Fig. 1: run 1, congestion heat map
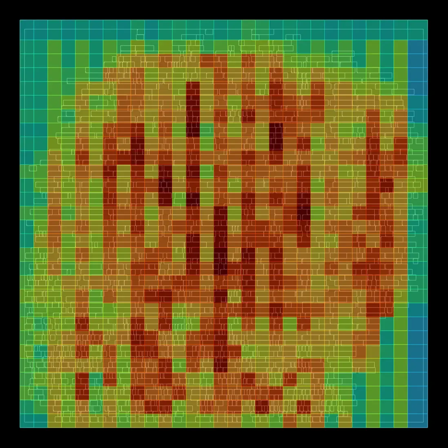
Fig. 2: run 1, placed cells, one colour a class
The bar under the picture is 50 um long. Fill, decap, tap and diode cells in grey.
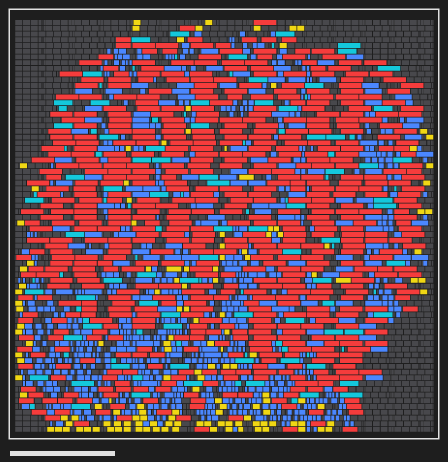
Fig. 3: run 1, metal 4
The bar under the picture is 50 um long. Supply wires on this layer in grey.
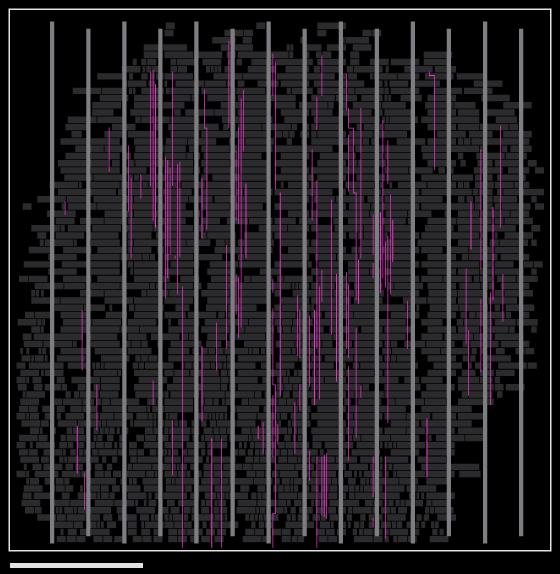
Fig. 4: run 1, cell density map
20 x 20 tiles, from white (low) to dark blue (high), 0 to 100% covered.
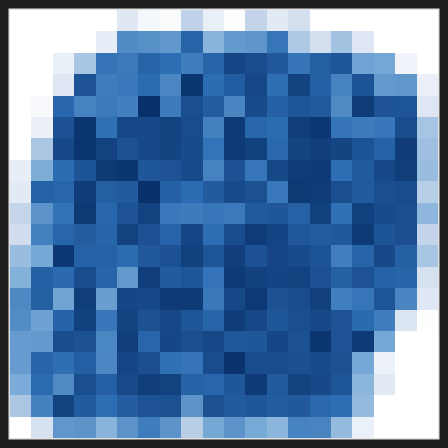
**config.mk**
```make
export PLATFORM = sky130hd
export DESIGN_NAME = monopix_readout_ctrl
export DESIGN_NICKNAME = d
export VERILOG_FILES = /design/src/rtl/monopix_ro_pkg.sv /design/src/rtl/monopix_ro_fifo.sv /design/src/rtl/monopix_readout_ctrl.sv
export SDC_FILE = /design/constraint.sdc
export NUM_CORES = 1
export LEC_CHECK = 0
export CAP_MARGIN = 20
export CORE_MARGIN = 2
export CORE_UTILIZATION = 60
export CTS_CLUSTER_DIAMETER = 40
export DETAILED_ROUTE_END_ITERATION = 12
export PLACE_DENSITY = 0.85
export RECOVER_POWER = 50
export SLEW_MARGIN = 20
export SYNTH_ARGS = -nofsm -noshare
export SYNTH_HDL_FRONTEND = slang
export SYNTH_SLANG_ARGS = --single-unit
export TNS_END_PERCENT = 100
```
**constraint.sdc**
```tcl
create_clock -name clk_bx -period 4.7 [get_ports clk_bx]
set_clock_uncertainty 0.05 [all_clocks]
set_input_delay 1.41 -clock clk_bx [delete_from_list [all_inputs] [get_ports clk_bx]]
set_output_delay 1.41 -clock clk_bx [all_outputs]
set_load 0.1 [all_outputs]
```
**src/rtl/monopix_ro_pkg.sv**
```systemverilog
// Shared types for the MONOPIX flavour readout: controller states and the hit word layout.
package monopix_ro_pkg;

   typedef enum logic [2:0] {
      IDLE,
      TOKEN_WAIT,
      READ,
      LAT,
      SHIFT,
      STORE
   } t_state;

   typedef struct packed {
      logic [5:0] col;
      logic [5:0] te;
      logic [5:0] le;
      logic [8:0] row;
   } t_hit;

   localparam int HIT_W = $bits(t_hit);

   function automatic int max_int(input int a, input int b);
      return (a > b) ? a : b;
   endfunction

endpackage

```
**src/rtl/monopix_ro_fifo.sv**
```systemverilog
// Synchronous first-word-fall-through FIFO; the head word is registered and holds its value when empty.
// A push while full is taken only if a pop happens in the same cycle.
module monopix_ro_fifo #(
   parameter int WIDTH = 27,
   parameter int DEPTH = 16
) (
   input  logic                   clk_bx,
   input  logic                   reset,
   input  logic                   push,
   input  logic [WIDTH-1:0]       wdata,
   input  logic                   pop,
   output logic [WIDTH-1:0]       rdata,
   output logic                   full,
   output logic                   empty,
   output logic [$clog2(DEPTH):0] count
);
   localparam int AW = $clog2(DEPTH);
   localparam int CW = AW + 1;

   logic [WIDTH-1:0] mem_q [DEPTH];
   logic [AW-1:0]    wr_ptr_q;
   logic [AW-1:0]    rd_ptr_q;
   logic [AW-1:0]    rd_nxt;
   logic [CW-1:0]    cnt_q;
   logic [CW-1:0]    cnt_d;
   logic [WIDTH-1:0] head_q;
   logic             do_push;
   logic             do_pop;

   assign empty   = (cnt_q == '0);
   assign full    = (cnt_q == CW'(DEPTH));
   assign do_pop  = pop && !empty;
   assign do_push = push && (!full || do_pop);
   assign rd_nxt  = rd_ptr_q + 1'b1;
   assign rdata   = head_q;
   assign count   = cnt_q;

   always_comb begin
      cnt_d = cnt_q;
      if (do_push && !do_pop)
         cnt_d = cnt_q + 1'b1;
      else if (!do_push && do_pop)
         cnt_d = cnt_q - 1'b1;
   end

   always_ff @(posedge clk_bx) begin
      if (reset) begin
         wr_ptr_q <= '0;
         rd_ptr_q <= '0;
         cnt_q    <= '0;
         head_q   <= '0;
      end else begin
         if (do_push) begin
            mem_q[wr_ptr_q] <= wdata;
            wr_ptr_q        <= wr_ptr_q + 1'b1;
         end
         if (do_pop)
            rd_ptr_q <= rd_nxt;
         cnt_q <= cnt_d;
         // Head tracks the next entry, or the incoming word when it lands in an empty/emptying FIFO.
         if (do_pop && (cnt_q > CW'(1)))
            head_q <= mem_q[rd_nxt];
         else if (do_push && ((cnt_q == '0) || (do_pop && (cnt_q == CW'(1)))))
            head_q <= wdata;
      end
   end

endmodule

```
**src/rtl/monopix_readout_ctrl.sv**
```systemverilog
// Readout controller for one MONOPIX flavour: TOKEN-driven FREEZE/READ sequencing, serial
// hit-word capture into an FWFT FIFO with valid/ready output, and saturating hit/overflow counters.
module monopix_readout_ctrl
   import monopix_ro_pkg::*;
#(
   parameter int DATA_W     = HIT_W,
   parameter int FIFO_DEPTH = 16,
   parameter int DLY_W      = 8
) (
   input  logic              clk_bx,
   input  logic              reset,
   input  logic              enable,
   input  logic [DLY_W-1:0]  cfg_wait,
   input  logic [DLY_W-1:0]  cfg_read,
   input  logic [DLY_W-1:0]  cfg_lat,
   input  logic              token,
   input  logic              data_in,
   output logic              freeze,
   output logic              read,
   output logic [DATA_W-1:0] out_data,
   output logic              out_valid,
   input  logic              out_ready,
   output logic              busy,
   output logic [31:0]       hit_cnt,
   output logic [15:0]       overflow_cnt
);
   localparam int PH_W  = max_int(DLY_W, $clog2(DATA_W));
   localparam int CNT_W = $clog2(FIFO_DEPTH) + 1;

   t_state            state_q, state_d;
   logic [PH_W-1:0]   phase_q, phase_d;
   logic [DLY_W-1:0]  wait_cfg_q, read_cfg_q, lat_cfg_q;
   logic [DATA_W-1:0] ser_q, ser_d;
   logic              freeze_q, read_q, busy_q;
   logic [31:0]       hit_q, hit_d;
   logic [15:0]       ovf_q, ovf_d;
   logic              latch_cfg;
   logic              store;
   logic              pop;
   logic              drop;
   logic              fifo_full;
   logic              fifo_empty;
   logic [CNT_W-1:0]  fifo_count;

   always_comb begin
      state_d   = state_q;
      phase_d   = phase_q + 1'b1;
      ser_d     = ser_q;
      latch_cfg = 1'b0;
      store     = 1'b0;
      case (state_q)
         IDLE: begin
            if (enable && token) begin
               state_d   = TOKEN_WAIT;
               latch_cfg = 1'b1;
            end
         end
         TOKEN_WAIT: if (phase_q == PH_W'(wait_cfg_q)) state_d = READ;
         READ:       if (phase_q == PH_W'(read_cfg_q)) state_d = LAT;
         LAT:        if (phase_q == PH_W'(lat_cfg_q))  state_d = SHIFT;
         SHIFT: begin
            ser_d = {ser_q[DATA_W-2:0], data_in};
            if (phase_q == PH_W'(DATA_W - 1)) state_d = STORE;
         end
         STORE: begin
            store = 1'b1;
            if (enable && token) begin
               state_d   = TOKEN_WAIT;
               latch_cfg = 1'b1;
            end else begin
               state_d = IDLE;
            end
         end
         default: state_d = IDLE;
      endcase
      // Every phase starts counting from zero, including TOKEN_WAIT re-entered from STORE.
      if (state_d != state_q)
         phase_d = '0;
   end

   assign pop  = out_valid && out_ready;
   assign drop = store && (fifo_count == CNT_W'(FIFO_DEPTH)) && !pop;

   always_comb begin
      hit_d = hit_q;
      ovf_d = ovf_q;
      if (store && (hit_q != '1))
         hit_d = hit_q + 32'd1;
      if (drop && (ovf_q != '1))
         ovf_d = ovf_q + 16'd1;
   end

   always_ff @(posedge clk_bx) begin
      if (reset) begin
         state_q    <= IDLE;
         phase_q    <= '0;
         ser_q      <= '0;
         wait_cfg_q <= '0;
         read_cfg_q <= '0;
         lat_cfg_q  <= '0;
         freeze_q   <= 1'b0;
         read_q     <= 1'b0;
         busy_q     <= 1'b0;
         hit_q      <= '0;
         ovf_q      <= '0;
      end else begin
         state_q <= state_d;
         phase_q <= phase_d;
         ser_q   <= ser_d;
         if (latch_cfg) begin
            wait_cfg_q <= cfg_wait;
            read_cfg_q <= cfg_read;
            lat_cfg_q  <= cfg_lat;
         end
         freeze_q <= (state_q == TOKEN_WAIT) || (state_q == READ);
         read_q   <= (state_q == READ);
         busy_q   <= (state_q != IDLE);
         hit_q    <= hit_d;
         ovf_q    <= ovf_d;
      end
   end

   monopix_ro_fifo #(
      .WIDTH (DATA_W),
      .DEPTH (FIFO_DEPTH)
   ) u_fifo (
      .clk_bx (clk_bx),
      .reset  (reset),
      .push   (store && (!fifo_full || pop)),
      .wdata  (ser_q),
      .pop    (pop),
      .rdata  (out_data),
      .full   (fifo_full),
      .empty  (fifo_empty),
      .count  (fifo_count)
   );

   assign out_valid    = !fifo_empty;
   assign freeze       = freeze_q;
   assign read         = read_q;
   assign busy         = busy_q;
   assign hit_cnt      = hit_q;
   assign overflow_cnt = ovf_q;

endmodule

```
==> run notes, run 1 <==
The violation tally recorded at the end of detailed-routing iteration 0 is 1,748. The tools report the hold path startpoint as hit_cnt[13]. The vertical extent of the die works out to 203 um. The synth_stat.txt file lists the number of cells as 1,548. The final reports fail on max-capacitance violations, max-slew violations. The floorplan has 72 rows. CTS placed an instance of clkbuf_16 at the clock tree root.

The CTS report gives the tree buffer count as 66. Max capacitance violation total: 4. Timing analysis after detailed placement gives a worst setup slack of 0.365 ns. The run gives 585 for the number of sequential cells in the layout.

Largest combinational cell category by area: multiplexers. The endpoint type of the worst setup path was a flop. Port buffering added 108 buffers. Counting instances in the post-synthesis netlist gives the leading cell types as edfxtp_1, dfxtp_1, mux4_2. The unique cell type count in the Yosys netlist is 57, and the total number of H-tree levels is 3. The layout report lists the clock-cell share of area as 7.79%. Before antenna repair, the detailed router went through 5 iterations.

After Yosys synthesis, AND-OR and OR-AND compound gates account for 6.11% of the synthesized area. In this run, synthesis inferred 432 flip-flops with an integrated enable. The script extracted a total leakage power of 9.10 nW.

The max-slew violation total from the final report is 152. The post-route netlist has 16.0% of its cells at a drive strength greater than 1. In the final layout, flip-flops and latches take up 57.9% of the cell area. The tools report the maximum clock frequency as 225 MHz.

In this run the VDD rail shows a maximum IR drop of 0.324 mV. The top layer used by detailed routing is met5. The synthesis report gives the async set-or-reset register share as 0%. Summing all multiplexer cells gives an area fraction of 12.7%. The net count after synthesis is 1,592. The main area contributors are edfxtp_1, dfxtp_1, mux4_2. For this configuration, the core starts out at a cell density of 61.1%. The top cell types in the final layout, fill and taps aside, are edfxtp_1, dfxtp_1, mux4_2. The run finished, with violations left.

No sink is reached through more buffers than the 3 on the longest clock path. The run gives 0 as the DRC violation count after routing. After Yosys synthesis, and, or, nand and nor cells account for 8.77% of the synthesized area. For the design area, the log shows 27,700 um^2.

The die extent in x was 203 um. Once the clock tree was built, the setup fixing pass inserted 0 buffers. The logs give 0 for the number of gates resized after cts and 36.8% for the global-route track usage on met1.

Worst min-delay path endpoint: hit_cnt[13]. The multi-input gate share of total cell area works out to 26.7%.
Notes on Fig. 1 above:
GR peak layer: met2
DR WL/cell: 26.4 um
met2 track utilization from global routing: 48.8%
met3 demand-to-capacity share in global routing: 5.26%

Notes on Fig. 2 above:
Key: all other logic = blue [cells 870, share of their area 28%]; flops = red [cells 585, share of their area 59%]; clock drivers and dummy loads = cyan [cells 121, share of their area 8.0%]; other buffers and delay cells = yellow [cells 147, share of their area 5.2%]

Notes on Fig. 3 above:
The wires run mostly vertical. The longest straight run is 97.9 um. The layer holds 5.0% of the routed length.
sum of routed wire length over all layers: 59.2 mm
via total after detailed routing: 14,854

Notes on Fig. 4 above:
The fullest tile reaches 100%. 57% of the tiles are over 75% full. 10% of the tiles are nearly empty. The emptiest ninth of the die: north-west. The mean over all tiles is 66%.

run 1: state kept, by name (all words and copies together), names as in the netlist:
| signal | cells |
|---|---|
| u_fifo.wr_ptr_q | 4 |
| read | 1 |
| lat_cfg_q | 8 |
| u_fifo.count | 5 |
| ser_q | 27 |
| freeze | 1 |
| u_fifo.rdata | 27 |
| u_fifo.mem_q | 432 |
| hit_cnt | 32 |
| wait_cfg_q | 8 |
| read_cfg_q | 8 |
| phase_q | 8 |
| busy | 1 |
| overflow_cnt | 16 |
| u_fifo.rd_ptr_q | 4 |
| state_q | 3 |
run 1: report_power, final:
| group | internal, W | switching [W] | total [W] |
|---|---|---|---|
| sequential | 0.00560 | 0.000187 | 0.00579 |
| clock | 0.00300 | 0.00210 | 0.00510 |
| combinational | 0.00122 | 0.00189 | 0.00311 |
Fig. 5: run 1, metal 1
Supply wires on this layer in grey.
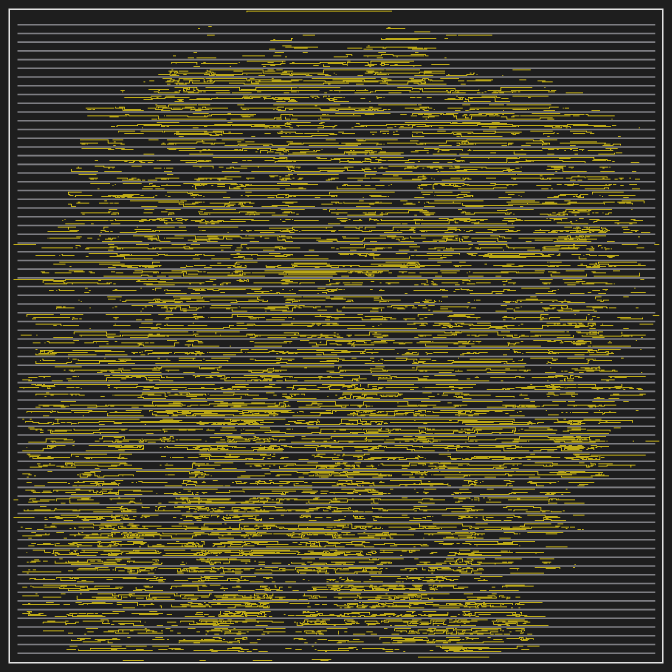

## Run 2: what changed since run 1
--- a/config.mk
+++ b/config.mk
@@ -12,6 +12,7 @@
 export DETAILED_ROUTE_END_ITERATION = 12
 export PLACE_DENSITY = 0.85
 export RECOVER_POWER = 50
+export REMOVE_ABC_BUFFERS = 1
 export SLEW_MARGIN = 20
 export SYNTH_ARGS = -nofsm -noshare
 export SYNTH_HDL_FRONTEND = slang
Fig. 6: run 2, metal 1
Supply wires on this layer in grey.
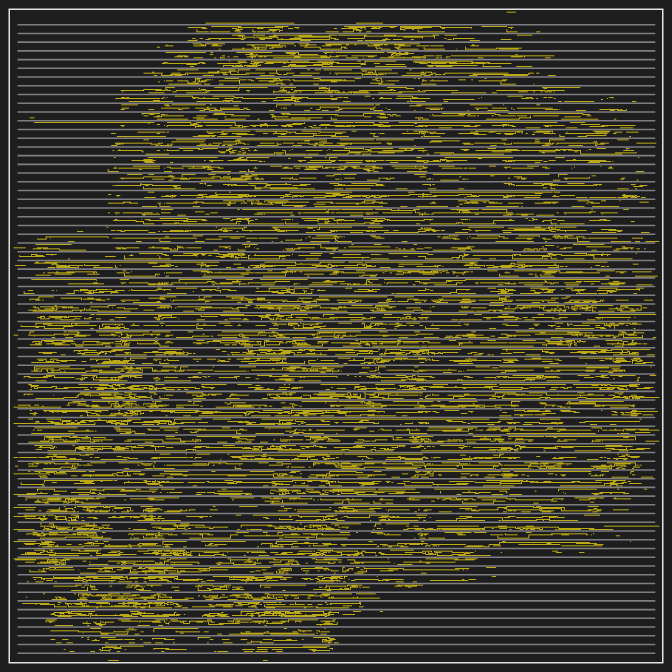
The layer holds 36% of the routed length. 1,608 nets have wire on it. The layer carries 21.1 mm of wire. The wires run mostly horizontal.

Fig. 7: run 2, metal 4
The bar under the picture is 50 um long. Supply wires on this layer in grey.
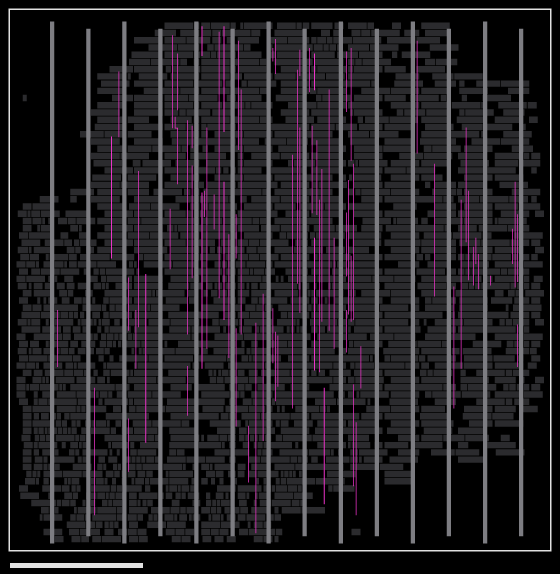
The layer carries 2,850 um of wire. 63 nets have wire on it. The layer holds 4.8% of the routed length. The wires run mostly vertical. The longest straight run is 100 um.

==> run 2 against run 1 <==
The flow still finishes with violations (max-capacitance violations, max-slew violations). Critical endpoint is now out_valid. Critical path type is now reg -> out. Power increased by 1.7%. Largest cell class unchanged. Sequential cell count did not move. Non-clock buffer count fell by 2. Critical path depth decreased by 2. Largest power group unchanged.
==> run notes, run 2 <==
For this design the static power due to leakage is 9.17 nW. Measured against the total synthesized area, the mux share comes to 12.7%. Detailed-route wire length per cell: 26.2 um. The routed wire length was 58.9 mm. The tools report the maximum VDD drop as 0.341 mV.

After routing the design area is 27,900 um^2. The checks that failed: max-capacitance violations, max-slew violations. Sequential cells account for 40.3% of the total power. In this run the core area contains 72 standard-cell rows. The register with the most flip-flops in the layout has 432 of them. Summing the areas of all and, or, nand and nor instances in the mapped netlist gives 8.77% of the synthesized area.

The sequential power reported by the tool is 0.00575 W. Post-CTS repair ended up resizing 0 cells. Number of post-CTS setup repair buffers: 0.

For reference, the final report shows the max-slew violation count at 27. With the die extent in x at 203 um, the unique cell type count in the Yosys netlist is 57. The tools report the initial cell density of the core as 61.1%. The area fraction in compound gates works out to 6.11%. The clock tree synthesis step divided the H-tree into 3 levels. In the power breakdown, the internal column shows 0.00999 W.

Looking at the clock tree report, the maximum root-to-sink buffer count equals 3. The endpoint of the worst hold path is reported as hit_cnt[31]. The clock tree root driver cell was clkbuf_16. Per report_power, the Clock row totals 0.00534 W. Max capacitance violation total: 1.

The flow ran to the end, but the final reports show violations. The startpoint identified for the worst hold timing path is hit_cnt[31]. The number of standard cells reported by yosys is 1,548. The number of synthesized flops with an enable pin was 432; the via total after detailed routing was 14,711. Per report_power, the Combinational row totals 0.00316 W. Setup repair after global routing left no endpoint under its margin. The tools report the DRC violation count after routing as 0. Among the non-sequential cells, multiplexers take the most area.

The power share of the clock group is 37.5%. By count the netlist is led by edfxtp_1, dfxtp_1, mux4_2. The primary flip-flop cell chosen by synthesis mapping was edfxtp_1. The net switching power in the latest report is 0.00426 W.

The pre-antenna-repair detailed-routing pass consisted of 5 iterations. STA classifies the critical path endpoint as an output pin. For the first-iteration detailed-routing DRC count, the log shows 1,747. Group drawing the most power: sequential cells. The script computed the net switching share of total power as 29.9%. The most common logic cells in the final layout are edfxtp_1, dfxtp_1, mux4_2. The synthesis report lists the most area-consuming cells as edfxtp_1, dfxtp_1, mux4_2.
-- run 2: cell counts after synthesis --
No cell type changed its count.
-- run 2: per-layer routing --
metal | GRT usage, % | up-vias | routed length, um
met5 | 0 | - | 0
met4 | 14.2 | 0 | 2850
met3 | 5.35 | 175 | 5050
met2 | 49.2 | 908 | 29900
met1 | 36.0 | 7372 | 21100
li1 | - | 6256 | -
-- run 2: layout make-up --
cell class	count	area [um^2]	share of cell area, %
flip-flops and latches	585	16000	57.5
inverters	17	63.8	0.229
multi-input cells	853	7400	26.5
well taps	518	648	2.32
clock buffers	88	1910	6.86
repair buffers	145	1420	5.10
clock inverters	41	393	1.41
-- run 2: tightest hold or removal path, stage by stage (launching register included) --
cell	delay, ns
dfxtp_1	0.33
o21ai_1	0.08
a21oi_1	0.06
Fig. 8: run 2, congestion heat map
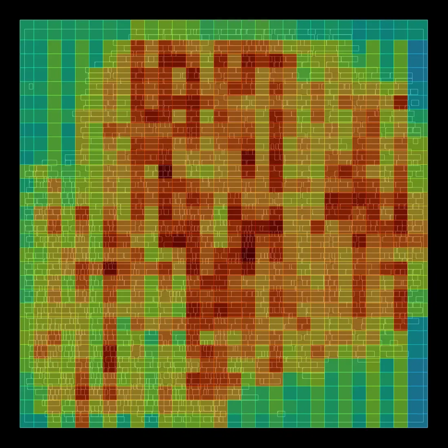

## Run 3: what changed since run 2
--- a/config.mk
+++ b/config.mk
@@ -13,7 +13,6 @@
 export PLACE_DENSITY = 0.85
 export RECOVER_POWER = 50
 export REMOVE_ABC_BUFFERS = 1
-export SLEW_MARGIN = 20
 export SYNTH_ARGS = -nofsm -noshare
 export SYNTH_HDL_FRONTEND = slang
 export SYNTH_SLANG_ARGS = --single-unit
Fig. 9: run 3, congestion heat map
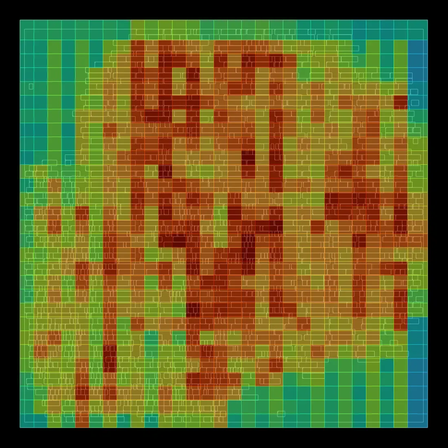
met3 demand-to-capacity share in global routing: 5.35%
met2 track utilization from global routing: 49.2%

==> run 3 against run 2 <==
The flow still finishes with violations (max-capacitance violations, max-slew violations). Combinational power about the same. Sequential share of layout area barely moved. Highest routed layer unchanged. Hold slack about the same. Sequential cell count did not move.
==> run notes, run 3 <==
The flow ran to the end, but the final reports show violations. The checks that failed: max-capacitance violations, max-slew violations. The power in sequential cells was 0.00575 W; the number of search-and-repair iterations in the first detailed-routing pass was 5. The power drawn by the combinational cells was 0.00316 W. The logs give 1 for the max capacitance violation total and 27 for the max-slew violation total from the final report. In this run the post-CTS setup repair buffer count came out at 0. The proportion of synthesized flip-flops having asynchronous set or reset works out to 0%. The primary flip-flop cell chosen by synthesis mapping is edfxtp_1. The run gives 61.1% for the initial cell density of the core. After global routing, the most crowded layer is met2.

Timing would allow up to 233 MHz. The power attributed to the clock group came out at 0.00534 W. Of the cells placed in the final design, the portion with a size suffix greater than 1 is 16.4%.

The clock passes through at most 3 buffers. By count the netlist is led by edfxtp_1, dfxtp_1, mux4_2. The area fraction in mux cells is 12.7%. The synthesis run identifies the leading combinational cell family as multiplexers. Setup repair after global routing left no endpoint under its margin.

Registers are responsible for 40.3% of the overall power. The library cells used most frequently in the layout, excluding fill and tap cells, are edfxtp_1, dfxtp_1, mux4_2. The detailed router reports a met2 wire length of 30.1 mm. The most flop-heavy register was u_fifo.mem_q.

The met3 wire length was 4.90 mm. Vertical extent of the die: 203 um. Clock tree synthesis inserted a total of 70 buffers. The run gives 57 for the unique cell type count in the Yosys netlist.

The run gives 0 as the number of gates resized after cts. Per the OpenROAD power report, leakage power amounts to 9.18 nW. After routing the design area is 27,900 um^2. Row count: 72. The run gives 0.00999 W as the total internal power. In this run the top signal layer used is met4.

Prior to clock tree synthesis, the placed netlist has a worst setup slack of 0.361 ns. Via total after detailed routing: 14,796. The register with the most flip-flops in the layout has 432 of them.

Per report_power, the combinational group accounts for 22.2% of the total. According to the floorplan report, the die width is 203 um. Summed over all layers, the routed wires come to 59.1 mm. CTS placed an instance of clkbuf_16 at the clock tree root.
Fig. 10: run 3, metal 4
The bar under the picture is 50 um long. Supply wires on this layer in grey.
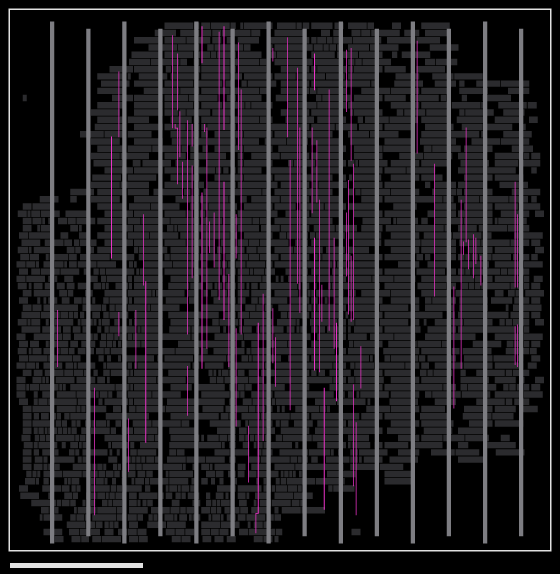
60 nets have wire on it. The layer carries 2,730 um of wire.

run 3: cell counts after synthesis:
Identical to the previous run, type by type.
run 3: path summary, 6_finish.rpt:
path,from,end,depth (start not counted)
worst min-delay path,hit_cnt[31],hit_cnt[31],2
worst max register to register,state_q[0],phase_q[5],6
worst max-delay path,u_fifo.count[0],out_valid,4
worst min register to register,hit_cnt[31],hit_cnt[31],2
run 3: cell type report:
type                            count  area (um^2)
Fill cell                        2296        11000
Sequential cell                   585        16000
Inverter                           17         63.8
Clock inverter                     41          393
Multi-Input combinational cell    853         7400
Timing Repair Buffer              146         1440
Tap cell                          518          648
Clock buffer                       88         1910
run 3: critical path, delay by kind of cell (launching register included):
family                     cells  cell delay (ns)
and+or+nand+nor                1             0.53
DFF                            1             0.37
adders and majority gates      1             0.23
buffers and inverters          2             1.11
Power and IR drop assume default switching activity.
